[config.mk]
export PLATFORM = sky130hd
export DESIGN_NAME = ahb_resp_mux_ctrl_flat
export DESIGN_NICKNAME = d
export VERILOG_FILES = /design/src/rtl/ahb_pkg.sv /design/src/rtl/ahb_resp_mux_ctrl_if.sv /design/src/rtl/ahb_default_slave.sv /design/src/rtl/ahb_resp_mux_ctrl.sv /design/src/flat_wrapper.sv
export SDC_FILE = /design/constraint.sdc
export NUM_CORES = 1
export LEC_CHECK = 0
export CAP_MARGIN = 0
export CORE_MARGIN = 10
export CORE_UTILIZATION = 24
export CTS_CLUSTER_DIAMETER = 50
export DETAILED_ROUTE_END_ITERATION = 16
export PLACE_DENSITY = 0.95
export SLEW_MARGIN = 20
export SYNTH_ARGS = -nofsm -noshare
export SYNTH_HDL_FRONTEND = slang
export SYNTH_HIERARCHICAL = 1
export SYNTH_SLANG_ARGS = --single-unit
[constraint.sdc]
create_clock -name HCLK -period 2.9 [get_ports HCLK]
set_input_delay 0.435 -clock HCLK [delete_from_list [all_inputs] [get_ports HCLK]]
set_output_delay 0.435 -clock HCLK [all_outputs]
set_load 0.02 [all_outputs]
[src/rtl/ahb_pkg.sv]
// Shared AHB-lite constants and the default-slave state type for the response mux slice.
// Pure declarations: no logic, no latency, no flow control.
package ahb_pkg;
  localparam logic [1:0] HTRANS_IDLE   = 2'd0;
  localparam logic [1:0] HTRANS_BUSY   = 2'd1;
  localparam logic [1:0] HTRANS_NONSEQ = 2'd2;
  localparam logic [1:0] HTRANS_SEQ    = 2'd3;

  localparam logic HRESP_OKAY  = 1'b0;
  localparam logic HRESP_ERROR = 1'b1;

  localparam int NUM_SLOTS = 4;

  typedef enum logic [1:0] {
    DS_IDLE = 2'd0,
    DS_ERR1 = 2'd1,
    DS_ERR2 = 2'd2
  } ds_state_e;
endpackage

[src/rtl/ahb_resp_mux_ctrl_if.sv]
// Bus bundle between the master/slaves side and the response mux; master = bus side, slave = mux.
// Wires only: zero latency; backpressure travels as HREADYOUT_n in and HREADY out.
interface ahb_resp_mux_ctrl_if #(
  parameter int ADDR_W = 32,
  parameter int DATA_W = 32
);
  logic [ADDR_W-1:0] HADDR;
  logic [1:0]        HTRANS;
  logic [1:0]        sel;
  logic              HREADYOUT_1, HREADYOUT_2, HREADYOUT_3, HREADYOUT_4;
  logic              HRESP_1, HRESP_2, HRESP_3, HRESP_4;
  logic [DATA_W-1:0] HRDATA_1, HRDATA_2, HRDATA_3, HRDATA_4;
  logic              HREADY;
  logic              HRESP;
  logic [DATA_W-1:0] HRDATA;

  modport master (
    output HADDR, HTRANS,
    output HREADYOUT_1, HREADYOUT_2, HREADYOUT_3, HREADYOUT_4,
    output HRESP_1, HRESP_2, HRESP_3, HRESP_4,
    output HRDATA_1, HRDATA_2, HRDATA_3, HRDATA_4,
    input  sel, HREADY, HRESP, HRDATA
  );

  modport slave (
    input  HADDR, HTRANS,
    input  HREADYOUT_1, HREADYOUT_2, HREADYOUT_3, HREADYOUT_4,
    input  HRESP_1, HRESP_2, HRESP_3, HRESP_4,
    input  HRDATA_1, HRDATA_2, HRDATA_3, HRDATA_4,
    output sel, HREADY, HRESP, HRDATA
  );
endinterface

[src/rtl/ahb_default_slave.sv]
// Default slave answering disabled slots with the two-cycle AHB ERROR (ERR1 wait, ERR2 done).
// Outputs follow state combinationally; advances only on address phases accepted with HREADY=1.
module ahb_default_slave
  import ahb_pkg::*;
(
  input  logic HCLK,
  input  logic HRESETn,
  input  logic HREADY,
  input  logic err_req,
  output logic ds_ready,
  output logic ds_resp
);

  ds_state_e state_q, state_d;

  always_ff @(posedge HCLK or negedge HRESETn) begin
    if (!HRESETn) state_q <= DS_IDLE;
    else          state_q <= state_d;
  end

  always_comb begin
    state_d = state_q;
    case (state_q)
      DS_IDLE: if (HREADY && err_req) state_d = DS_ERR1;
      DS_ERR1: state_d = DS_ERR2;
      // ERR2 completes the error, so the next address phase is accepted here.
      DS_ERR2: if (HREADY) state_d = err_req ? DS_ERR1 : DS_IDLE;
      default: state_d = DS_IDLE;
    endcase
  end

  always_comb begin
    ds_ready = 1'b1;
    ds_resp  = HRESP_OKAY;
    case (state_q)
      DS_ERR1: begin ds_ready = 1'b0; ds_resp = HRESP_ERROR; end
      DS_ERR2: begin ds_ready = 1'b1; ds_resp = HRESP_ERROR; end
      default: begin ds_ready = 1'b1; ds_resp = HRESP_OKAY;  end
    endcase
  end

endmodule

[src/rtl/ahb_resp_mux_ctrl.sv]
// Data-phase owner register and HREADY/HRESP/HRDATA return mux for a 4-slot AHB-lite fabric.
// sel is 0-latency from HADDR; owner updates only on HREADY=1 edges, so slave waits hold the mux.
module ahb_resp_mux_ctrl
  import ahb_pkg::*;
#(
  parameter int                   ADDR_W = 32,
  parameter int                   DATA_W = 32,
  parameter logic [NUM_SLOTS-1:0] SLV_EN = 4'b1111
) (
  input  logic                HCLK,
  input  logic                HRESETn,
  ahb_resp_mux_ctrl_if.slave  bus
);

  logic [1:0]        dp_sel_q, dp_sel_d;
  logic              dp_act_q, dp_act_d;
  logic              dp_err_q, dp_err_d;
  logic              err_req;
  logic              hready;
  logic              ds_ready, ds_resp;
  logic              slv_rdy, slv_rsp;
  logic [DATA_W-1:0] slv_rdata;

  assign bus.sel = bus.HADDR[ADDR_W-1 -: 2];
  assign err_req = bus.HTRANS[1] & ~SLV_EN[bus.sel];

  always_comb begin
    dp_sel_d = dp_sel_q;
    dp_act_d = dp_act_q;
    dp_err_d = dp_err_q;
    if (hready) begin
      dp_sel_d = bus.sel;
      dp_act_d = bus.HTRANS[1];
      dp_err_d = err_req;
    end
  end

  always_ff @(posedge HCLK or negedge HRESETn) begin
    if (!HRESETn) begin
      dp_sel_q <= 2'd0;
      dp_act_q <= 1'b0;
      dp_err_q <= 1'b0;
    end else begin
      dp_sel_q <= dp_sel_d;
      dp_act_q <= dp_act_d;
      dp_err_q <= dp_err_d;
    end
  end

  ahb_default_slave u_default_slave (
    .HCLK     (HCLK),
    .HRESETn  (HRESETn),
    .HREADY   (hready),
    .err_req  (err_req),
    .ds_ready (ds_ready),
    .ds_resp  (ds_resp)
  );

  always_comb begin
    slv_rdy   = bus.HREADYOUT_1;
    slv_rsp   = bus.HRESP_1;
    slv_rdata = bus.HRDATA_1;
    case (dp_sel_q)
      2'd1: begin slv_rdy = bus.HREADYOUT_2; slv_rsp = bus.HRESP_2; slv_rdata = bus.HRDATA_2; end
      2'd2: begin slv_rdy = bus.HREADYOUT_3; slv_rsp = bus.HRESP_3; slv_rdata = bus.HRDATA_3; end
      2'd3: begin slv_rdy = bus.HREADYOUT_4; slv_rsp = bus.HRESP_4; slv_rdata = bus.HRDATA_4; end
      default: ;
    endcase
  end

  // Slave responses pass through unchecked; only disabled slots are answered locally.
  always_comb begin
    hready     = 1'b1;
    bus.HRESP  = HRESP_OKAY;
    bus.HRDATA = '0;
    if (dp_act_q && dp_err_q) begin
      hready    = ds_ready;
      bus.HRESP = ds_resp;
    end else if (dp_act_q && SLV_EN[dp_sel_q]) begin
      hready     = slv_rdy;
      bus.HRESP  = slv_rsp;
      bus.HRDATA = slv_rdata;
    end
  end

  assign bus.HREADY = hready;

endmodule
[src/flat_wrapper.sv]
// flat-port wrapper written by rule: the top's interface ports become plain ports
module ahb_resp_mux_ctrl_flat import ahb_pkg::*;
#(
  parameter int                   ADDR_W = 32,
  parameter int                   DATA_W = 32,
  parameter logic [NUM_SLOTS-1:0] SLV_EN = 4'b1111
)
  (HCLK, HRESETn, bus_HADDR, bus_HTRANS, bus_HREADYOUT_1, bus_HREADYOUT_2, bus_HREADYOUT_3, bus_HREADYOUT_4, bus_HRESP_1, bus_HRESP_2, bus_HRESP_3, bus_HRESP_4, bus_HRDATA_1, bus_HRDATA_2, bus_HRDATA_3, bus_HRDATA_4, bus_sel, bus_HREADY, bus_HRESP, bus_HRDATA);
  ahb_resp_mux_ctrl_if #(.ADDR_W(ADDR_W), .DATA_W(DATA_W)) bus_i ();
  input  logic HCLK;
  input  logic HRESETn;
  input wire logic [$bits(bus_i.HADDR)-1:0] bus_HADDR;
  input wire logic [$bits(bus_i.HTRANS)-1:0] bus_HTRANS;
  input wire logic [$bits(bus_i.HREADYOUT_1)-1:0] bus_HREADYOUT_1;
  input wire logic [$bits(bus_i.HREADYOUT_2)-1:0] bus_HREADYOUT_2;
  input wire logic [$bits(bus_i.HREADYOUT_3)-1:0] bus_HREADYOUT_3;
  input wire logic [$bits(bus_i.HREADYOUT_4)-1:0] bus_HREADYOUT_4;
  input wire logic [$bits(bus_i.HRESP_1)-1:0] bus_HRESP_1;
  input wire logic [$bits(bus_i.HRESP_2)-1:0] bus_HRESP_2;
  input wire logic [$bits(bus_i.HRESP_3)-1:0] bus_HRESP_3;
  input wire logic [$bits(bus_i.HRESP_4)-1:0] bus_HRESP_4;
  input wire logic [$bits(bus_i.HRDATA_1)-1:0] bus_HRDATA_1;
  input wire logic [$bits(bus_i.HRDATA_2)-1:0] bus_HRDATA_2;
  input wire logic [$bits(bus_i.HRDATA_3)-1:0] bus_HRDATA_3;
  input wire logic [$bits(bus_i.HRDATA_4)-1:0] bus_HRDATA_4;
  output wire logic [$bits(bus_i.sel)-1:0] bus_sel;
  output wire logic [$bits(bus_i.HREADY)-1:0] bus_HREADY;
  output wire logic [$bits(bus_i.HRESP)-1:0] bus_HRESP;
  output wire logic [$bits(bus_i.HRDATA)-1:0] bus_HRDATA;
  assign bus_i.HADDR = bus_HADDR;
  assign bus_i.HTRANS = bus_HTRANS;
  assign bus_i.HREADYOUT_1 = bus_HREADYOUT_1;
  assign bus_i.HREADYOUT_2 = bus_HREADYOUT_2;
  assign bus_i.HREADYOUT_3 = bus_HREADYOUT_3;
  assign bus_i.HREADYOUT_4 = bus_HREADYOUT_4;
  assign bus_i.HRESP_1 = bus_HRESP_1;
  assign bus_i.HRESP_2 = bus_HRESP_2;
  assign bus_i.HRESP_3 = bus_HRESP_3;
  assign bus_i.HRESP_4 = bus_HRESP_4;
  assign bus_i.HRDATA_1 = bus_HRDATA_1;
  assign bus_i.HRDATA_2 = bus_HRDATA_2;
  assign bus_i.HRDATA_3 = bus_HRDATA_3;
  assign bus_i.HRDATA_4 = bus_HRDATA_4;
  assign bus_sel = bus_i.sel;
  assign bus_HREADY = bus_i.HREADY;
  assign bus_HRESP = bus_i.HRESP;
  assign bus_HRDATA = bus_i.HRDATA;
  ahb_resp_mux_ctrl #(.ADDR_W(ADDR_W), .DATA_W(DATA_W), .SLV_EN(SLV_EN)) u_core (.HCLK(HCLK), .HRESETn(HRESETn), .bus(bus_i));
endmodule
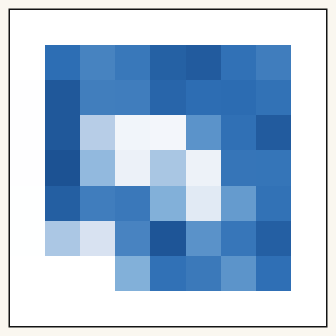
cell_density.png
9 x 9 tiles, from white (low) to dark blue (high), 0 to 100% covered.
The mean over all tiles is 35%. 42% of the tiles are nearly empty. The fullest tile reaches 86%. The emptiest ninth of the die: south-west.

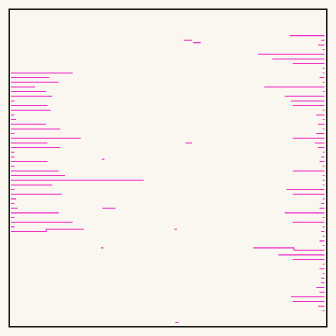
layer_met3.png
The wires run mostly horizontal. The layer carries 589 um of wire. The layer holds 8.3% of the routed length.

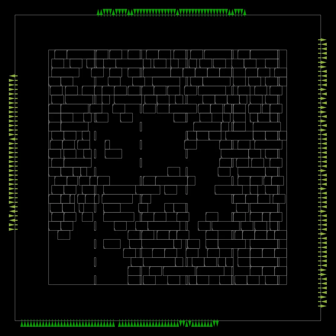
placement.png
total core area: 5070 um2
Tapcells: 70
number of cell rows: 26
Final Util: 60.8%

==> final timing paths <==
kind                                          from            endpoint  slack [ns]  cells after the start
worst max register to register  u_core/dp_sel_q[0]     u_core/dp_act_q        1.49                      4
worst min-delay path                       HRESETn  u_core/dp_sel_q[1]        0.40                      1
max in group asynchronous                  HRESETn  u_core/dp_sel_q[0]        2.35                      1
worst min register to register  u_core/dp_sel_q[1]  u_core/dp_sel_q[1]        0.78                      2
worst max-delay path            u_core/dp_sel_q[0]      bus_HRDATA[16]        0.31                      4
min in group HCLK               u_core/dp_sel_q[1]  u_core/dp_sel_q[1]        0.78                      2
==> layout make-up <==
class	count	area, um2	area share, %
clock buffer	4	45.0	1.46
inverter	2	7.51	0.243
timing repair buffer	181	1810	58.7
tap	70	87.6	2.84
sequential	3	76.3	2.47
multi-input combinational	78	1060	34.3
==> power groups by stage <==
| stage | Clock, uW | Sequential, uW | Combinational [uW] |
|---|---|---|---|
| 4_1_cts | 126 | 94.5 | 2220 |
| 5_1_grt | 133 | 98.4 | 2330 |
| 3_3_place_gp | 0 | 94.3 | 2180 |
| 2_1_floorplan | 0 | 76.0 | 1380 |
| 6_report | 122 | 92.2 | 2190 |
| 3_5_place_dp | 0 | 95.2 | 2220 |
==> metrics by stage <==
stage,worst slack [ns],instances,hold slack (ns),total power (uW)
6_report,0.315,338,0.398,2400
5_1_grt,0.235,338,0.396,2560
4_1_cts,0.293,338,0.396,2440
3_5_place_dp,0.409,334,0.625,2310
3_3_place_gp,0.417,334,0.622,2270
2_1_floorplan,1.11,96,0.139,1450
==> layer usage <==
metal | up-vias | global-route usage, % | share of wire (%)
met5 | - | 0 | 0
met4 | 0 | 3.08 | 1.2
met3 | 7 | 5.79 | 8.3
met2 | 104 | 29.8 | 53
met1 | 745 | 16.4 | 37
li1 | 734 | - | -
==> out/metrics.csv <==
metric,value,unit
number of fill cells,424,
vias in the first global route,1879,
"Arr. time, crit path",2.15,ns
Largest Register,u_core/dp_sel_q,
post-route ant nets,0,
CTS tree,built,
HPWL after detailed placement,6320,um
YS warnings,6,
count of library flops with an enable pin,0,
NetSw,997,uW
average cell area after synthesis,13.0,um2
dominant cell type by area after synthesis,mux4_2,
Post-Synth Simple-Gate Area,19.1,%
CTS H-tree depth,1,
area delta synth->final,147,%
Clock Latency Late Sink,0.22,ns
delay of the slowest cell on the worst path,0.55,ns
drt first-iter violations,29,
fin nets,441,
# clock sinks,3,
share of layout cells above drive strength 1,14.2,%
synth cell count leaders,"and2_1 (33), mux4_2 (28), mux4_1 (5)",
combinational power share,91.1,%
max reg flops,2,
Post-Synth Adder-Cell Area,0,%
fmax,0.387,GHz
Worst Path Max Fanout,17,
"Seq/Total Area, Yosys",6.01,%
Tcrit/Tclk final,89.2,%
Synth Instances,96,
AO/OA Area Share,3.71,%
chip footprint,8490,um2
Yosys chip area,1250,um2
area fraction in xor and xnor cells,0,%
GPL Wtd Cong,0.787,
Crit. End Element,primary output,
Peak VDD IR,0.418,mV
Tightest Pin Transition,0.398,ns
"Cell Chain, Critical Path",buf_4 > mux4_2 > and2_1 > clkdlybuf4s50_1,
internal power,1410,uW
final max-slew violation count,0,
Die Span X,92.1,um
cts repair resizes,0,
"Async S/R FF share, synth",100,%
Seq pwr share,3.8,%
ANT cells,0,
cts bufs inserted,3,
gr usage total,15.8,%
post-CTS setup buffer count,0,
ys flops,3,
IO Pins,208,
"CP delay by family, top",buffers and inverters,
setup_tns,0,ns
hold-fix buffer count after cts,0,
power share of the clock group,5.1,%
slew margin rel.,73.5,%
Max-Cap Viols,0,
DRC viols,0,
Initial Utilization,24.6,%
CP startpoint kind,flip-flop,
post-route cell area,3090,um2
"Buf+Inv Stages, Crit Path",2,
Hold Fails Final Rpt,0,
Bufs on Longest Clock Path,2,
CTS Root Cell,clkbuf_8,
initial antenna violation count,0,
Pre-antenna DRT Iters,3,
switching share of power,41.5,%
slowest CP cell,mux4_2,
"Cell Area, Placed",3040,um2
syn nets,268,
Main synth FF type,dfrtp_1,
synthesized cell area,1250,um2
Top Registers,"u_core/dp_sel_q x2, u_core/dp_act_q x1",
Pleak,0.00113,uW
most frequent cells in the layout,"clkdlybuf4s50_1 (176), and2_1 (33), mux4_2 (28)",
largest net degree at the start of global routing,23,
Die Height,92.1,um
cell with the most instances after synthesis,and2_1,
synth unique cells,22,
outcome,completed,
WL final,7060,um
worst hold path class,in -> async,
total grt overflow,0,
highest-count logic cell in the final layout,clkdlybuf4s50_1,
Worst EP required,2.47,ns
yosys stat cell total,96,
Power figures rest on the tool's default switching activity, not on a simulated workload.
